Cell sizes after repair:
Scale bar: 20 um.
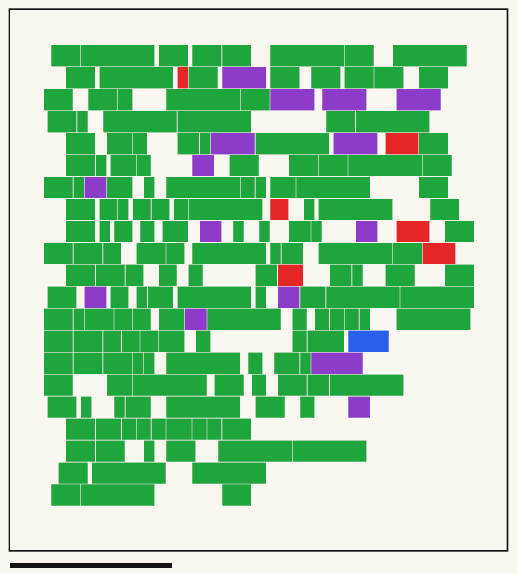
Sequential cells grouped by signal name:
Scale bar: 20 um. Other sequential cells in the stronger grey, the rest of the logic in the fainter grey.
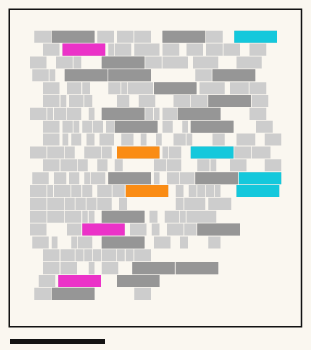
### config.mk
export PLATFORM = sky130hd
export DESIGN_NAME = alu_share_ctrl_flat
export DESIGN_NICKNAME = d
export VERILOG_FILES = /design/src/rtl/alu_share_ctrl_if.sv /design/src/rtl/alu_share_ctrl.sv /design/src/flat_wrapper.sv
export SDC_FILE = /design/constraint.sdc
export NUM_CORES = 1
export LEC_CHECK = 0
export CORE_ASPECT_RATIO = 1.1
export CORE_MARGIN = 4
export CORE_UTILIZATION = 46
export DETAILED_ROUTE_END_ITERATION = 12
export PLACE_DENSITY = 0.85
export SLEW_MARGIN = 20
export SYNTH_ARGS = -nofsm -noshare
export SYNTH_HDL_FRONTEND = slang
export SYNTH_SLANG_ARGS = --single-unit
### constraint.sdc
create_clock -name clk -period 3.4 [get_ports clk]
set_input_delay 0.51 -clock clk [delete_from_list [all_inputs] [get_ports clk]]
set_output_delay 0.51 -clock clk [all_outputs]
set_load 0.05 [all_outputs]
### src/rtl/alu_share_ctrl_if.sv
// alu_share_ctrl_if: requester, ALU and response channels of alu_share_ctrl.
// master = environment side (requesters, ALU, consumer), slave = the controller.
interface alu_share_ctrl_if;
   logic       req0_valid, req0_ready, req1_valid, req1_ready;
   logic [2:0] req0_op, req1_op, alu_op;
   logic [3:0] req0_a, req0_b, req1_a, req1_b;
   logic       alu_en;
   logic [3:0] alu_a, alu_b, alu_result, alu_flags;
   logic       rsp_valid, rsp_id, rsp_ready;
   logic [3:0] rsp_result, rsp_flags;
   modport master (
      output req0_valid, req0_op, req0_a, req0_b,
      output req1_valid, req1_op, req1_a, req1_b,
      input  req0_ready, req1_ready,
      input  alu_en, alu_op, alu_a, alu_b,
      output alu_result, alu_flags,
      input  rsp_valid, rsp_id, rsp_result, rsp_flags,
      output rsp_ready
   );
   modport slave (
      input  req0_valid, req0_op, req0_a, req0_b,
      input  req1_valid, req1_op, req1_a, req1_b,
      output req0_ready, req1_ready,
      output alu_en, alu_op, alu_a, alu_b,
      input  alu_result, alu_flags,
      output rsp_valid, rsp_id, rsp_result, rsp_flags,
      input  rsp_ready
   );
endinterface

### src/rtl/alu_share_ctrl.sv
// alu_share_ctrl: two-requester arbiter/sequencer for a shared 4-bit ALU.
// Optional grant counters (gnt0_cnt/gnt1_cnt) when ALU_SHARE_STATS_EN is defined.
module alu_share_ctrl #(
   parameter int unsigned SETTLE_CYCLES = 1
) (
   input logic clk,
   input logic rst,
   alu_share_ctrl_if.slave ctrl_io
`ifdef ALU_SHARE_STATS_EN
   ,
   output logic [7:0] gnt0_cnt,
   output logic [7:0] gnt1_cnt
`endif
);
   localparam logic [1:0] IDLE = 2'd0, WAIT = 2'd1, RESP = 2'd2;
   localparam logic [3:0] SETTLE_LD = 4'(SETTLE_CYCLES - 1);
   logic [1:0] state_q, state_d;
   logic       ptr_q, ptr_d, id_q, id_d;
   logic [3:0] cnt_q, cnt_d;
   logic       alu_en_q, alu_en_d;
   logic [2:0] op_q, op_d;
   logic [3:0] a_q, a_d, b_q, b_d;
   logic       rsp_valid_q, rsp_valid_d, rsp_id_q, rsp_id_d;
   logic [3:0] res_q, res_d, flg_q, flg_d;
   logic       gnt0, gnt1, hs, done, ack;
   // Tie-break goes to the pointer; a lone valid always wins.
   assign gnt0 = (state_q == IDLE) & ctrl_io.req0_valid & (~ctrl_io.req1_valid | ~ptr_q);
   assign gnt1 = (state_q == IDLE) & ctrl_io.req1_valid & (~ctrl_io.req0_valid | ptr_q);
   assign hs   = gnt0 | gnt1;
   assign done = (state_q == WAIT) && (cnt_q == 4'd0);
   assign ack  = (state_q == RESP) && rsp_valid_q && ctrl_io.rsp_ready;
   always_comb begin
      state_d     = hs ? WAIT : done ? RESP : ack ? IDLE : state_q;
      id_d        = hs ? gnt1 : id_q;
      op_d        = hs ? (gnt1 ? ctrl_io.req1_op : ctrl_io.req0_op) : op_q;
      a_d         = hs ? (gnt1 ? ctrl_io.req1_a : ctrl_io.req0_a) : a_q;
      b_d         = hs ? (gnt1 ? ctrl_io.req1_b : ctrl_io.req0_b) : b_q;
      alu_en_d    = hs ? 1'b1 : done ? 1'b0 : alu_en_q;
      cnt_d       = hs ? SETTLE_LD : (state_q == WAIT && cnt_q != 4'd0) ? cnt_q - 4'd1 : cnt_q;
      rsp_valid_d = done ? 1'b1 : ack ? 1'b0 : rsp_valid_q;
      rsp_id_d    = done ? id_q : rsp_id_q;
      res_d       = done ? ctrl_io.alu_result : res_q;
      flg_d       = done ? ctrl_io.alu_flags : flg_q;
      ptr_d       = ack ? ~rsp_id_q : ptr_q;
   end
   always_ff @(posedge clk or posedge rst) begin
      if (rst) begin
         state_q     <= IDLE;
         ptr_q       <= 1'b0;
         id_q        <= 1'b0;
         cnt_q       <= 4'd0;
         alu_en_q    <= 1'b0;
         op_q        <= 3'd0;
         a_q         <= 4'd0;
         b_q         <= 4'd0;
         rsp_valid_q <= 1'b0;
         rsp_id_q    <= 1'b0;
         res_q       <= 4'd0;
         flg_q       <= 4'd0;
      end else begin
         state_q     <= state_d;
         ptr_q       <= ptr_d;
         id_q        <= id_d;
         cnt_q       <= cnt_d;
         alu_en_q    <= alu_en_d;
         op_q        <= op_d;
         a_q         <= a_d;
         b_q         <= b_d;
         rsp_valid_q <= rsp_valid_d;
         rsp_id_q    <= rsp_id_d;
         res_q       <= res_d;
         flg_q       <= flg_d;
      end
   end
   assign ctrl_io.req0_ready = gnt0;
   assign ctrl_io.req1_ready = gnt1;
   assign ctrl_io.alu_en     = alu_en_q;
   assign ctrl_io.alu_op     = op_q;
   assign ctrl_io.alu_a      = a_q;
   assign ctrl_io.alu_b      = b_q;
   assign ctrl_io.rsp_valid  = rsp_valid_q;
   assign ctrl_io.rsp_id     = rsp_id_q;
   assign ctrl_io.rsp_result = res_q;
   assign ctrl_io.rsp_flags  = flg_q;
`ifdef ALU_SHARE_STATS_EN
   logic [7:0] g0_q, g0_d, g1_q, g1_d;
   always_comb begin
      g0_d = (gnt0 && g0_q != 8'hFF) ? g0_q + 8'd1 : g0_q;
      g1_d = (gnt1 && g1_q != 8'hFF) ? g1_q + 8'd1 : g1_q;
   end
   always_ff @(posedge clk or posedge rst) begin
      if (rst) begin
         g0_q <= 8'd0;
         g1_q <= 8'd0;
      end else begin
         g0_q <= g0_d;
         g1_q <= g1_d;
      end
   end
   assign gnt0_cnt = g0_q;
   assign gnt1_cnt = g1_q;
`endif
endmodule

### src/flat_wrapper.sv
// flat-port wrapper written by rule: the top's interface ports become plain ports
module alu_share_ctrl_flat 
#(
   parameter int unsigned SETTLE_CYCLES = 1
)
  (clk, rst, ctrl_io_req0_valid, ctrl_io_req0_op, ctrl_io_req0_a, ctrl_io_req0_b, ctrl_io_req1_valid, ctrl_io_req1_op, ctrl_io_req1_a, ctrl_io_req1_b, ctrl_io_req0_ready, ctrl_io_req1_ready, ctrl_io_alu_en, ctrl_io_alu_op, ctrl_io_alu_a, ctrl_io_alu_b, ctrl_io_alu_result, ctrl_io_alu_flags, ctrl_io_rsp_valid, ctrl_io_rsp_id, ctrl_io_rsp_result, ctrl_io_rsp_flags, ctrl_io_rsp_ready);
  alu_share_ctrl_if ctrl_io_i ();
  input logic clk;
  input logic rst;
  input wire logic [$bits(ctrl_io_i.req0_valid)-1:0] ctrl_io_req0_valid;
  input wire logic [$bits(ctrl_io_i.req0_op)-1:0] ctrl_io_req0_op;
  input wire logic [$bits(ctrl_io_i.req0_a)-1:0] ctrl_io_req0_a;
  input wire logic [$bits(ctrl_io_i.req0_b)-1:0] ctrl_io_req0_b;
  input wire logic [$bits(ctrl_io_i.req1_valid)-1:0] ctrl_io_req1_valid;
  input wire logic [$bits(ctrl_io_i.req1_op)-1:0] ctrl_io_req1_op;
  input wire logic [$bits(ctrl_io_i.req1_a)-1:0] ctrl_io_req1_a;
  input wire logic [$bits(ctrl_io_i.req1_b)-1:0] ctrl_io_req1_b;
  output wire logic [$bits(ctrl_io_i.req0_ready)-1:0] ctrl_io_req0_ready;
  output wire logic [$bits(ctrl_io_i.req1_ready)-1:0] ctrl_io_req1_ready;
  output wire logic [$bits(ctrl_io_i.alu_en)-1:0] ctrl_io_alu_en;
  output wire logic [$bits(ctrl_io_i.alu_op)-1:0] ctrl_io_alu_op;
  output wire logic [$bits(ctrl_io_i.alu_a)-1:0] ctrl_io_alu_a;
  output wire logic [$bits(ctrl_io_i.alu_b)-1:0] ctrl_io_alu_b;
  input wire logic [$bits(ctrl_io_i.alu_result)-1:0] ctrl_io_alu_result;
  input wire logic [$bits(ctrl_io_i.alu_flags)-1:0] ctrl_io_alu_flags;
  output wire logic [$bits(ctrl_io_i.rsp_valid)-1:0] ctrl_io_rsp_valid;
  output wire logic [$bits(ctrl_io_i.rsp_id)-1:0] ctrl_io_rsp_id;
  output wire logic [$bits(ctrl_io_i.rsp_result)-1:0] ctrl_io_rsp_result;
  output wire logic [$bits(ctrl_io_i.rsp_flags)-1:0] ctrl_io_rsp_flags;
  input wire logic [$bits(ctrl_io_i.rsp_ready)-1:0] ctrl_io_rsp_ready;
  assign ctrl_io_i.req0_valid = ctrl_io_req0_valid;
  assign ctrl_io_i.req0_op = ctrl_io_req0_op;
  assign ctrl_io_i.req0_a = ctrl_io_req0_a;
  assign ctrl_io_i.req0_b = ctrl_io_req0_b;
  assign ctrl_io_i.req1_valid = ctrl_io_req1_valid;
  assign ctrl_io_i.req1_op = ctrl_io_req1_op;
  assign ctrl_io_i.req1_a = ctrl_io_req1_a;
  assign ctrl_io_i.req1_b = ctrl_io_req1_b;
  assign ctrl_io_req0_ready = ctrl_io_i.req0_ready;
  assign ctrl_io_req1_ready = ctrl_io_i.req1_ready;
  assign ctrl_io_alu_en = ctrl_io_i.alu_en;
  assign ctrl_io_alu_op = ctrl_io_i.alu_op;
  assign ctrl_io_alu_a = ctrl_io_i.alu_a;
  assign ctrl_io_alu_b = ctrl_io_i.alu_b;
  assign ctrl_io_i.alu_result = ctrl_io_alu_result;
  assign ctrl_io_i.alu_flags = ctrl_io_alu_flags;
  assign ctrl_io_rsp_valid = ctrl_io_i.rsp_valid;
  assign ctrl_io_rsp_id = ctrl_io_i.rsp_id;
  assign ctrl_io_rsp_result = ctrl_io_i.rsp_result;
  assign ctrl_io_rsp_flags = ctrl_io_i.rsp_flags;
  assign ctrl_io_i.rsp_ready = ctrl_io_rsp_ready;
  alu_share_ctrl #(.SETTLE_CYCLES(SETTLE_CYCLES)) u_core (.clk(clk), .rst(rst), .ctrl_io(ctrl_io_i));
endmodule
==> metrics.csv <==
stage,metric,value,unit
final_layout,number of inserted diodes,0,
place,worst slack at placement,0.7411,ns
run,number of warnings the tools reported,26,
clock_tree,insertion delay to the later sink of the worst-skew pair,0.32,ns
final_layout,share of post-route cells with drive strength above 1,11.52,%
place,final RePlAce weighted congestion,0.8030,
final_timing,total negative setup slack,0,ns
logic_synthesis,synthesized area per cell,10.73,um^2
run,max_cap viols,0,
final_layout,multi-input logic cell count,80,
clock_tree,number of sinks driven by the clock tree,30,
critical_path,kind of end point of the critical path,output pin,
die,number of tap instances,34,
place,HPWL after DPL,2.575,mm
pwr,total power after layout,2.122,mW
place,count of input and output buffers,58,
routing,average wire length per cell after detail routing,15.10,um
pwr,clock network power consumption,0.204,mW
global_route,layer with the highest usage after global routing,met2,
status,result of the run,"complete, no violations",
logic_synthesis,leading post-synthesis cells by cell area,"sky130_fd_sc_hd__dfrtp_1 (52%), sky130_fd_sc_hd__mux2_4 (6.2%), sky130_fd_sc_hd__o311ai_1 (6.0%), sky130_fd_sc_hd__o21ai_0 (4.8%), sky130_fd_sc_hd__nand4_1 (4.7%)",
logic_synthesis,yosys aoi share,15.20,%
logic_synthesis,chip area line of the yosys report,1449,um^2
critical_path,critical path peak fanout,15,
routing,WL met2,1.704,mm
final_timing,slack of the critical path,0.7451,ns
global_route,GRT met3 Usage,6.395,%
final_timing,Worst Hold Slack,0.4961,ns
pwr,Reg power frac,31.0,%
final_layout,Nets,228,
logic_synthesis,"post-synthesis share of cell area spent on full adders, half adders and majority gates",0.8636,%
logic_synthesis,yosys synthesis warning count,0,
logic_synthesis,top cells by count,"sky130_fd_sc_hd__dfrtp_1 (30), sky130_fd_sc_hd__inv_1 (15), sky130_fd_sc_hd__o21ai_0 (14), sky130_fd_sc_hd__nand4_1 (11), sky130_fd_sc_hd__o311ai_1 (10)",
logic_synthesis,instance tally after logic synthesis,135,
final_timing,relative slew slack,50.97,%
clock_tree,"buffers from clock root to sink, at most",2,
routing,Routed Wire Length,3.398,mm
final_layout,largest class,flip-flops and latches,
-- 'cell sizes after repair' (at the start) --
_6 and larger: drawn in blue, cells 1. _0 and _1 cells: drawn in green, cells 169. _2 cells: drawn in red, cells 6. _3 and _4 cells: drawn in purple, cells 15.

-- 'sequential cells grouped by signal name' (at the start) --
u_core.state_q: drawn in orange, sequential cells 2. u_core.ctrl_io.rsp_result: drawn in cyan, sequential cells 4, where east. u_core.ctrl_io.alu_op: drawn in magenta, sequential cells 3.
area occupied by registers: 750.7 um^2
register fraction of the total cell area: 36.08%
final core occ: 68.27%
P_seq: 0.658 mW

Power is estimated from default activity; no workload was simulated.
